**Supply network**

Pins as bars on the die edge.
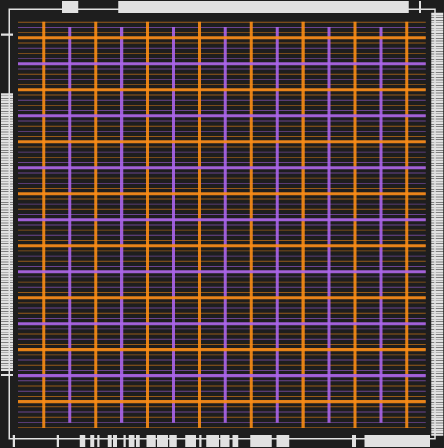
**Clock nets**

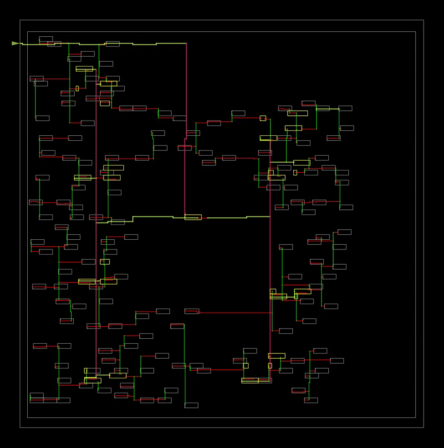
**Gate families picked out**

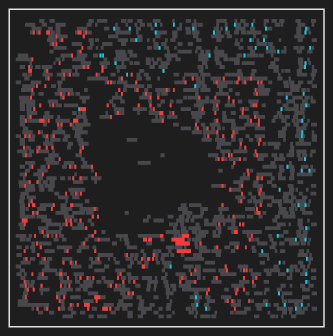
==> config.mk <==
export PLATFORM = sky130hd
export DESIGN_NAME = y86_execute_stage_flat
export DESIGN_NICKNAME = d
export VERILOG_FILES = /design/src/rtl/y86_pkg.sv /design/src/rtl/y86_execute_stage_if.sv /design/src/rtl/y86_cond_eval.sv /design/src/rtl/y86_execute_stage.sv /design/src/flat_wrapper.sv
export SDC_FILE = /design/constraint.sdc
export NUM_CORES = 1
export LEC_CHECK = 0
export CAP_MARGIN = 20
export CELL_PAD_IN_SITES_DETAIL_PLACEMENT = 0
export CELL_PAD_IN_SITES_GLOBAL_PLACEMENT = 1
export CORE_AREA = 4 4 218 220
export CTS_CLUSTER_DIAMETER = 150
export DETAILED_ROUTE_END_ITERATION = 6
export DIE_AREA = 0 0 222 224
export PLACE_DENSITY_LB_ADDON = 0.1
export SLEW_MARGIN = 20
export SYNTH_ARGS = -nofsm -noshare
export SYNTH_HDL_FRONTEND = slang
export SYNTH_SLANG_ARGS = --single-unit
export TNS_END_PERCENT = 30
==> constraint.sdc <==
create_clock -name clk -period 1.63 [get_ports clk]
set_input_delay 0.2445 -clock clk [delete_from_list [all_inputs] [get_ports clk]]
set_output_delay 0.2445 -clock clk [all_outputs]
set_load 0.005 [all_outputs]
==> src/rtl/y86_pkg.sv <==
// Shared Y86-64 encodings for the execute stage: icodes, ALU functions,
// status codes, condition ifuns and the condition-code register layout.
package y86_pkg;

  localparam logic [3:0] I_HALT   = 4'h0;
  localparam logic [3:0] I_NOP    = 4'h1;
  localparam logic [3:0] I_RRMOVQ = 4'h2;
  localparam logic [3:0] I_IRMOVQ = 4'h3;
  localparam logic [3:0] I_RMMOVQ = 4'h4;
  localparam logic [3:0] I_MRMOVQ = 4'h5;
  localparam logic [3:0] I_OPQ    = 4'h6;
  localparam logic [3:0] I_JXX    = 4'h7;
  localparam logic [3:0] I_CALL   = 4'h8;
  localparam logic [3:0] I_RET    = 4'h9;
  localparam logic [3:0] I_PUSHQ  = 4'hA;
  localparam logic [3:0] I_POPQ   = 4'hB;

  localparam logic [3:0] ALU_ADD = 4'd0;
  localparam logic [3:0] ALU_SUB = 4'd1;
  localparam logic [3:0] ALU_AND = 4'd2;
  localparam logic [3:0] ALU_XOR = 4'd3;

  localparam logic [1:0] S_AOK = 2'd0;
  localparam logic [1:0] S_HLT = 2'd1;
  localparam logic [1:0] S_ADR = 2'd2;
  localparam logic [1:0] S_INS = 2'd3;

  localparam logic [3:0] RNONE = 4'hF;

  localparam logic [3:0] C_YES = 4'd0;
  localparam logic [3:0] C_LE  = 4'd1;
  localparam logic [3:0] C_L   = 4'd2;
  localparam logic [3:0] C_E   = 4'd3;
  localparam logic [3:0] C_NE  = 4'd4;
  localparam logic [3:0] C_GE  = 4'd5;
  localparam logic [3:0] C_G   = 4'd6;

  typedef struct packed {
    logic zf;
    logic sf;
    logic of;
  } cc_t;

  localparam cc_t CC_RESET = '{zf: 1'b1, sf: 1'b0, of: 1'b0};

  // Illegal OPq functions map to add so the ALU never sees an undefined code.
  function automatic logic [3:0] opq_alu_fn(input logic [3:0] ifun);
    case (ifun)
      4'd0:    return ALU_ADD;
      4'd1:    return ALU_SUB;
      4'd2:    return ALU_AND;
      4'd3:    return ALU_XOR;
      default: return ALU_ADD;
    endcase
  endfunction

  function automatic logic opq_legal(input logic [3:0] ifun);
    return ifun <= ALU_XOR;
  endfunction

endpackage

==> src/rtl/y86_execute_stage_if.sv <==
// Bus bundle between decode, the external ALU and the memory stage.
// The execute stage uses the slave view; its environment uses master.
interface y86_execute_stage_if #(
  parameter int W = 64
);
  logic         d_valid;
  logic         d_ready;
  logic [1:0]   d_stat;
  logic [3:0]   d_icode;
  logic [3:0]   d_ifun;
  logic [W-1:0] d_valA;
  logic [W-1:0] d_valB;
  logic [W-1:0] d_valC;
  logic [3:0]   d_dstE;
  logic [3:0]   d_dstM;
  logic         m_exc;
  logic [W-1:0] alu_a;
  logic [W-1:0] alu_b;
  logic [3:0]   alu_fn;
  logic [W-1:0] alu_valE;
  logic         alu_car;
  logic         e_valid;
  logic         e_ready;
  logic [1:0]   e_stat;
  logic [3:0]   e_icode;
  logic         e_cnd;
  logic [W-1:0] e_valE;
  logic [W-1:0] e_valA;
  logic [3:0]   e_dstE;
  logic [3:0]   e_dstM;
  logic [2:0]   cc;

  modport slave (
    input  d_valid, d_stat, d_icode, d_ifun, d_valA, d_valB, d_valC,
           d_dstE, d_dstM, m_exc, alu_valE, alu_car, e_ready,
    output d_ready, alu_a, alu_b, alu_fn, e_valid, e_stat, e_icode,
           e_cnd, e_valE, e_valA, e_dstE, e_dstM, cc
  );

  modport master (
    output d_valid, d_stat, d_icode, d_ifun, d_valA, d_valB, d_valC,
           d_dstE, d_dstM, m_exc, alu_valE, alu_car, e_ready,
    input  d_ready, alu_a, alu_b, alu_fn, e_valid, e_stat, e_icode,
           e_cnd, e_valE, e_valA, e_dstE, e_dstM, cc
  );

endinterface

==> src/rtl/y86_cond_eval.sv <==
// Combinational jXX/cmovXX condition evaluation from the current
// {ZF,SF,OF}; unknown condition codes report illegal with cnd=0.
module y86_cond_eval
  import y86_pkg::*;
(
  input  cc_t        i_cc,
  input  logic [3:0] i_ifun,
  output logic       o_cnd,
  output logic       o_illegal
);

  logic w_lt;
  assign w_lt = i_cc.sf ^ i_cc.of;

  always_comb begin
    o_cnd     = 1'b0;
    o_illegal = 1'b0;
    case (i_ifun)
      C_YES:   o_cnd = 1'b1;
      C_LE:    o_cnd = w_lt | i_cc.zf;
      C_L:     o_cnd = w_lt;
      C_E:     o_cnd = i_cc.zf;
      C_NE:    o_cnd = ~i_cc.zf;
      C_GE:    o_cnd = ~w_lt;
      C_G:     o_cnd = ~w_lt & ~i_cc.zf;
      default: o_illegal = 1'b1;
    endcase
  end

endmodule

==> src/rtl/y86_execute_stage.sv <==
// Y86-64 execute stage: drives the external ALU, owns the condition codes,
// evaluates Cnd and registers results into the E/M pipeline register.
module y86_execute_stage
  import y86_pkg::*;
#(
  parameter int W          = 64,
  parameter int STACK_STEP = 8
) (
  input logic             clk,
  input logic             rst,
  y86_execute_stage_if.slave bus
);

  localparam logic [W-1:0] STEP_POS = W'(STACK_STEP);
  localparam logic [W-1:0] STEP_NEG = '0 - STEP_POS;

  logic         r_e_valid;
  logic [1:0]   r_e_stat;
  logic [3:0]   r_e_icode;
  logic         r_e_cnd;
  logic [W-1:0] r_e_valE;
  logic [W-1:0] r_e_valA;
  logic [3:0]   r_e_dstE;
  logic [3:0]   r_e_dstM;
  cc_t          r_cc;

  logic         w_accept;
  logic         w_is_opq;
  logic         w_opq_ok;
  logic         w_is_cond;
  logic         w_cond_cnd;
  logic         w_cond_illegal;
  logic         w_cnd;
  logic         w_cc_we;
  logic         w_of;
  logic         w_unused_car;
  logic [W-1:0] w_alu_a;
  logic [W-1:0] w_alu_b;
  logic [3:0]   w_alu_fn;
  logic [1:0]   w_stat;
  logic [3:0]   w_dstE;
  cc_t          w_cc_next;

  assign bus.d_ready = ~r_e_valid | bus.e_ready;
  assign w_accept    = bus.d_valid & bus.d_ready;

  // OPq swaps operands so that subq computes valB - valA.
  always_comb begin
    w_alu_a  = '0;
    w_alu_b  = '0;
    w_alu_fn = ALU_ADD;
    case (bus.d_icode)
      I_RRMOVQ: w_alu_a = bus.d_valA;
      I_IRMOVQ: w_alu_a = bus.d_valC;
      I_RMMOVQ, I_MRMOVQ: begin
        w_alu_a = bus.d_valC;
        w_alu_b = bus.d_valB;
      end
      I_OPQ: begin
        w_alu_a  = bus.d_valB;
        w_alu_b  = bus.d_valA;
        w_alu_fn = opq_alu_fn(bus.d_ifun);
      end
      I_CALL, I_PUSHQ: begin
        w_alu_a = bus.d_valB;
        w_alu_b = STEP_NEG;
      end
      I_RET, I_POPQ: begin
        w_alu_a = bus.d_valB;
        w_alu_b = STEP_POS;
      end
      I_HALT, I_NOP, I_JXX: w_alu_a = '0;
      default:              w_alu_a = '0;
    endcase
  end

  assign bus.alu_a  = w_alu_a;
  assign bus.alu_b  = w_alu_b;
  assign bus.alu_fn = w_alu_fn;

  y86_cond_eval u_cond_eval (
    .i_cc      (r_cc),
    .i_ifun    (bus.d_ifun),
    .o_cnd     (w_cond_cnd),
    .o_illegal (w_cond_illegal)
  );

  assign w_is_opq  = (bus.d_icode == I_OPQ);
  assign w_opq_ok  = opq_legal(bus.d_ifun);
  assign w_is_cond = (bus.d_icode == I_RRMOVQ) | (bus.d_icode == I_JXX);
  assign w_cnd     = w_is_cond & w_cond_cnd;

  // An incoming fault status always wins over a locally detected one.
  always_comb begin
    w_stat = S_AOK;
    if (bus.d_stat != S_AOK)
      w_stat = bus.d_stat;
    else if ((w_is_opq & ~w_opq_ok) | (w_is_cond & w_cond_illegal))
      w_stat = S_INS;
  end

  assign w_dstE = ((bus.d_icode == I_RRMOVQ) & ~w_cnd) ? RNONE : bus.d_dstE;

  always_comb begin
    w_of = 1'b0;
    case (w_alu_fn)
      ALU_ADD: w_of = (w_alu_a[W-1] == w_alu_b[W-1]) &&
                      (bus.alu_valE[W-1] != w_alu_a[W-1]);
      ALU_SUB: w_of = (w_alu_a[W-1] != w_alu_b[W-1]) &&
                      (bus.alu_valE[W-1] != w_alu_a[W-1]);
      default: w_of = 1'b0;
    endcase
  end

  assign w_cc_next = '{zf: (bus.alu_valE == '0), sf: bus.alu_valE[W-1], of: w_of};
  assign w_cc_we   = w_accept & w_is_opq & w_opq_ok &
                     (bus.d_stat == S_AOK) & ~bus.m_exc;

  // Carry is informational only; the CC register keeps ZF/SF/OF.
  assign w_unused_car = bus.alu_car;

  always_ff @(posedge clk) begin
    if (rst) begin
      r_e_valid <= 1'b0;
      r_e_stat  <= S_AOK;
      r_e_icode <= 4'h0;
      r_e_cnd   <= 1'b0;
      r_e_valE  <= '0;
      r_e_valA  <= '0;
      r_e_dstE  <= RNONE;
      r_e_dstM  <= RNONE;
      r_cc      <= CC_RESET;
    end else begin
      if (w_accept) begin
        r_e_valid <= 1'b1;
        r_e_stat  <= w_stat;
        r_e_icode <= bus.d_icode;
        r_e_cnd   <= w_cnd;
        r_e_valE  <= bus.alu_valE;
        r_e_valA  <= bus.d_valA;
        r_e_dstE  <= w_dstE;
        r_e_dstM  <= bus.d_dstM;
      end else if (bus.e_ready) begin
        r_e_valid <= 1'b0;
      end
      if (w_cc_we)
        r_cc <= w_cc_next;
    end
  end

  assign bus.e_valid = r_e_valid;
  assign bus.e_stat  = r_e_stat;
  assign bus.e_icode = r_e_icode;
  assign bus.e_cnd   = r_e_cnd;
  assign bus.e_valE  = r_e_valE;
  assign bus.e_valA  = r_e_valA;
  assign bus.e_dstE  = r_e_dstE;
  assign bus.e_dstM  = r_e_dstM;
  assign bus.cc      = r_cc;

endmodule
==> src/flat_wrapper.sv <==
// flat-port wrapper written by rule: the top's interface ports become plain ports
module y86_execute_stage_flat import y86_pkg::*;
#(
  parameter int W          = 64,
  parameter int STACK_STEP = 8
)
  (clk, rst, bus_d_valid, bus_d_stat, bus_d_icode, bus_d_ifun, bus_d_valA, bus_d_valB, bus_d_valC, bus_d_dstE, bus_d_dstM, bus_m_exc, bus_alu_valE, bus_alu_car, bus_e_ready, bus_d_ready, bus_alu_a, bus_alu_b, bus_alu_fn, bus_e_valid, bus_e_stat, bus_e_icode, bus_e_cnd, bus_e_valE, bus_e_valA, bus_e_dstE, bus_e_dstM, bus_cc);
  y86_execute_stage_if #(.W(W)) bus_i ();
  input logic clk;
  input logic rst;
  input wire logic [$bits(bus_i.d_valid)-1:0] bus_d_valid;
  input wire logic [$bits(bus_i.d_stat)-1:0] bus_d_stat;
  input wire logic [$bits(bus_i.d_icode)-1:0] bus_d_icode;
  input wire logic [$bits(bus_i.d_ifun)-1:0] bus_d_ifun;
  input wire logic [$bits(bus_i.d_valA)-1:0] bus_d_valA;
  input wire logic [$bits(bus_i.d_valB)-1:0] bus_d_valB;
  input wire logic [$bits(bus_i.d_valC)-1:0] bus_d_valC;
  input wire logic [$bits(bus_i.d_dstE)-1:0] bus_d_dstE;
  input wire logic [$bits(bus_i.d_dstM)-1:0] bus_d_dstM;
  input wire logic [$bits(bus_i.m_exc)-1:0] bus_m_exc;
  input wire logic [$bits(bus_i.alu_valE)-1:0] bus_alu_valE;
  input wire logic [$bits(bus_i.alu_car)-1:0] bus_alu_car;
  input wire logic [$bits(bus_i.e_ready)-1:0] bus_e_ready;
  output wire logic [$bits(bus_i.d_ready)-1:0] bus_d_ready;
  output wire logic [$bits(bus_i.alu_a)-1:0] bus_alu_a;
  output wire logic [$bits(bus_i.alu_b)-1:0] bus_alu_b;
  output wire logic [$bits(bus_i.alu_fn)-1:0] bus_alu_fn;
  output wire logic [$bits(bus_i.e_valid)-1:0] bus_e_valid;
  output wire logic [$bits(bus_i.e_stat)-1:0] bus_e_stat;
  output wire logic [$bits(bus_i.e_icode)-1:0] bus_e_icode;
  output wire logic [$bits(bus_i.e_cnd)-1:0] bus_e_cnd;
  output wire logic [$bits(bus_i.e_valE)-1:0] bus_e_valE;
  output wire logic [$bits(bus_i.e_valA)-1:0] bus_e_valA;
  output wire logic [$bits(bus_i.e_dstE)-1:0] bus_e_dstE;
  output wire logic [$bits(bus_i.e_dstM)-1:0] bus_e_dstM;
  output wire logic [$bits(bus_i.cc)-1:0] bus_cc;
  assign bus_i.d_valid = bus_d_valid;
  assign bus_i.d_stat = bus_d_stat;
  assign bus_i.d_icode = bus_d_icode;
  assign bus_i.d_ifun = bus_d_ifun;
  assign bus_i.d_valA = bus_d_valA;
  assign bus_i.d_valB = bus_d_valB;
  assign bus_i.d_valC = bus_d_valC;
  assign bus_i.d_dstE = bus_d_dstE;
  assign bus_i.d_dstM = bus_d_dstM;
  assign bus_i.m_exc = bus_m_exc;
  assign bus_i.alu_valE = bus_alu_valE;
  assign bus_i.alu_car = bus_alu_car;
  assign bus_i.e_ready = bus_e_ready;
  assign bus_d_ready = bus_i.d_ready;
  assign bus_alu_a = bus_i.alu_a;
  assign bus_alu_b = bus_i.alu_b;
  assign bus_alu_fn = bus_i.alu_fn;
  assign bus_e_valid = bus_i.e_valid;
  assign bus_e_stat = bus_i.e_stat;
  assign bus_e_icode = bus_i.e_icode;
  assign bus_e_cnd = bus_i.e_cnd;
  assign bus_e_valE = bus_i.e_valE;
  assign bus_e_valA = bus_i.e_valA;
  assign bus_e_dstE = bus_i.e_dstE;
  assign bus_e_dstM = bus_i.e_dstM;
  assign bus_cc = bus_i.cc;
  y86_execute_stage #(.W(W), .STACK_STEP(STACK_STEP)) u_core (.clk(clk), .rst(rst), .bus(bus_i));
endmodule
==> notes.org <==
#+TITLE: Physical design notes

** Outcome
- The flow ran to the end, but the final reports show violations.
- Violations in the final reports :: negative setup slack

** Route
- After detailed routing, the met2 layer carries 24,200 µm of wire.
- Dividing the detail-routed wire length by the instance count gives 22.5 µm.
- Detail Route Antenna Nets :: 0
- The final route contains 10,100 vias.
- The detailed router finished its first iteration with 943 violations.
- WL met3 :: 4520 µm
- The routed design has 51,100 µm of wire.
- Top layer used by detailed routing :: met5
- The iteration count recorded for the first detailed-route pass is 7.

** Pwr
- Overall Power :: 11.2 mW
- For this design the static power due to leakage is 7.23 nW.
- Per report_power, the combinational group accounts for 30.1% of the total.
- Internal Dissipation :: 8.05 mW
- Looking at the power breakdown, the clock network takes 35.2% of the total.
- Share of total power in sequential cells :: 34.8%
- Switching Fraction :: 28.3%
- The largest share of the power goes to the clock network.

** Logic synthesis
- Among the non-sequential cells, AND-OR/OR-AND gates take the most area.
- Yosys mapped a number of flops with a built-in enable equal to 0.
- After synthesis, the design contains 929 cells according to Yosys.
- Commonest register cell after synthesis :: dfxtp_1
- The synthesized instance count is 929.
- The number of different library cells used by synthesis comes to 43.
- Fraction of synthesized area in multiplexers :: 0.280%
- Of the total synthesized cell area, the portion taken by XOR and XNOR cells is 0.367%.
- Sequential area share after synthesis :: 41.1%
- The chip area line in the Yosys stat output reads 7160 µm².
- Compound Share, Synth :: 29.2%
- Post-synth regs :: 147
- Simple logic cell fraction of the synthesized area :: 20.1%
- For reference, the post-synthesis area per instance comes to 7.71 µm².
- Cell area after synthesis :: 7160 µm²
- Number of warnings reported in the yosys synthesis log :: 0

** Setup path
- Crit-path slowest cell :: a222oi_1
- The critical path runs through a total of 11 cells.
- For the worst reg-to-reg path, the endpoint reported by OpenROAD is u_core.bus.e_dstE[0].
- Crit end category :: output pin
- Timing startpoint of the critical path :: bus_d_icode[3]
- Worst Reg2Reg Path Length in Cells :: 7
- Worst setup SP type :: primary input
- Launching point of the worst reg2reg path :: u_core.bus.cc[2]
- Signal arrival time at the worst endpoint :: 1.78 ns
- Chain of cells forming the critical path :: buf_8, buf_8, nand4bb_4, nand2_4, buf_12, buf_8, buf_8, buf_6, a222oi_1, inv_1, buf_6
- The cell family contributing the most delay on the critical path is buffers and inverters.
- For flop-to-flop paths, the worst setup slack is 0.01 ns.

** Finish
- 626 cells are multi-input combinational gates.
- Number of sequential cells :: 147
- The area taken by multi-input combinational cells is reported as 3760 µm².
- Data-path buffer share of cell area in the final layout :: 47.7%
- Final-layout fill cell count :: 4,932
- Area of all placed cells without fillers :: 15,800 µm²
- The sequential cells in the finished layout cover a total of 2940 µm².
- Largest cell class :: buffers
- Inverters, non-clock :: 65
- Clock buf/inv share :: 3.59%
- In the final layout, flip-flops and latches take up 18.6% of the cell area.

** Die
- According to the floorplan report, the total die area is 49,700 µm².
- The floorplan report lists the tap cell count as 600.
- Site Rows :: 78
- For this configuration, the core starts out at a cell density of 15.8%.

** Timing
- Post-Route Hold Slack :: 0.216 ns
- Endpoints failing hold in the final report were tallied at 0.
- Final-report max-slew violation count :: 0
- Final setup vio count :: 129
- Across the routed clock network, the largest skew measured is 0.00698 ns.
- Smallest setup slack after layout :: -0.398 ns
- For the final routed database, the setup TNS stands at -20.61 ns.
- Post-route clock period utilization :: 124%
- Post-layout min period :: 2.03 ns

** Global route
- Recorded from the global router log, the overflow total was 0.
- Global routing usage on met3 :: 7.01%
- Global routing consumed, over all layers together, 19.4% of the routing resources.

** Clock tree
- TritonCTS built the clock tree.
- The report puts the hold buffer count at CTS at 0.
- Maximum count of clock buffers along a single path :: 2
- Post-CTS Setup Repair Bufs :: 26
- Looking at the clock tree report, the H-tree level count equals 4.

** Placement
- Number of I/O port buffers :: 556
- Counting tap cells, the placed design contains a total of 2,199 instances.
- Global placement routability congestion :: 0.843

** Worst hold path
- Worst hold path depth :: 4
- Hold analysis lists the worst path endpoint as u_core.bus.e_icode[2].
- In this run the most critical hold path is launched from bus_d_icode[2].

** Job
- Tool warnings :: 30
## Picture notes: 'supply network'
- purple: VDD
- orange: VSS
- met1 rails: 79
- signal pins: 560
- met5 straps: 15
- met4 straps: 15
height of the chip: 224 µm
Die Span X: 222 µm
worst ir drop on vdd: 0.703 mV
area of the placeable core: 45,300 µm²

## Picture notes: 'clock nets'
number of clock buffers in the layout: 21
total clock buffers created by CTS: 17

## Picture notes: 'gate families picked out'
- cyan: inverters (cells 65)
- red: NAND gates (cells 296; where spread over the die)
Cell Count, Final, Fillers Out: 2,272
fraction of area in multi-input gates: 23.8%
leading cell type in the layout, fill and taps excluded: clkdlybuf4s50_1

cells in the mapped netlist, types with 2 or more instances:
cell         n  area, µm²
a222oi_1    63        631
a221o_1     60        601
o21ai_0      5       25.0
a21oi_1    134        671
or4_1        2       15.0
a22o_1       3       26.3
nor2b_1      2       12.5
nor3b_1      2       15.0
and2_1       3       18.8
buf_6        2       22.5
nor4_1      17        106
a211o_1      2       17.5
nand2b_1     5       31.3
xor2_1       2       17.5
and3_1       2       12.5
nand2_1    278       1040
nand4_1      5       31.3
buf_2       24        120
dfxtp_1    147       2940
nand4bb_1    2       22.5
clkbuf_1    54        203
buf_1       10       37.5
buf_4        2       15.0
inv_1       65        244
nor2_1      10       37.5
o21ai_1      2       10.0
mux2i_1      2       20.0
o32a_1       4       40.0
nand3b_1     6       45.0
Power and IR drop assume default switching activity.
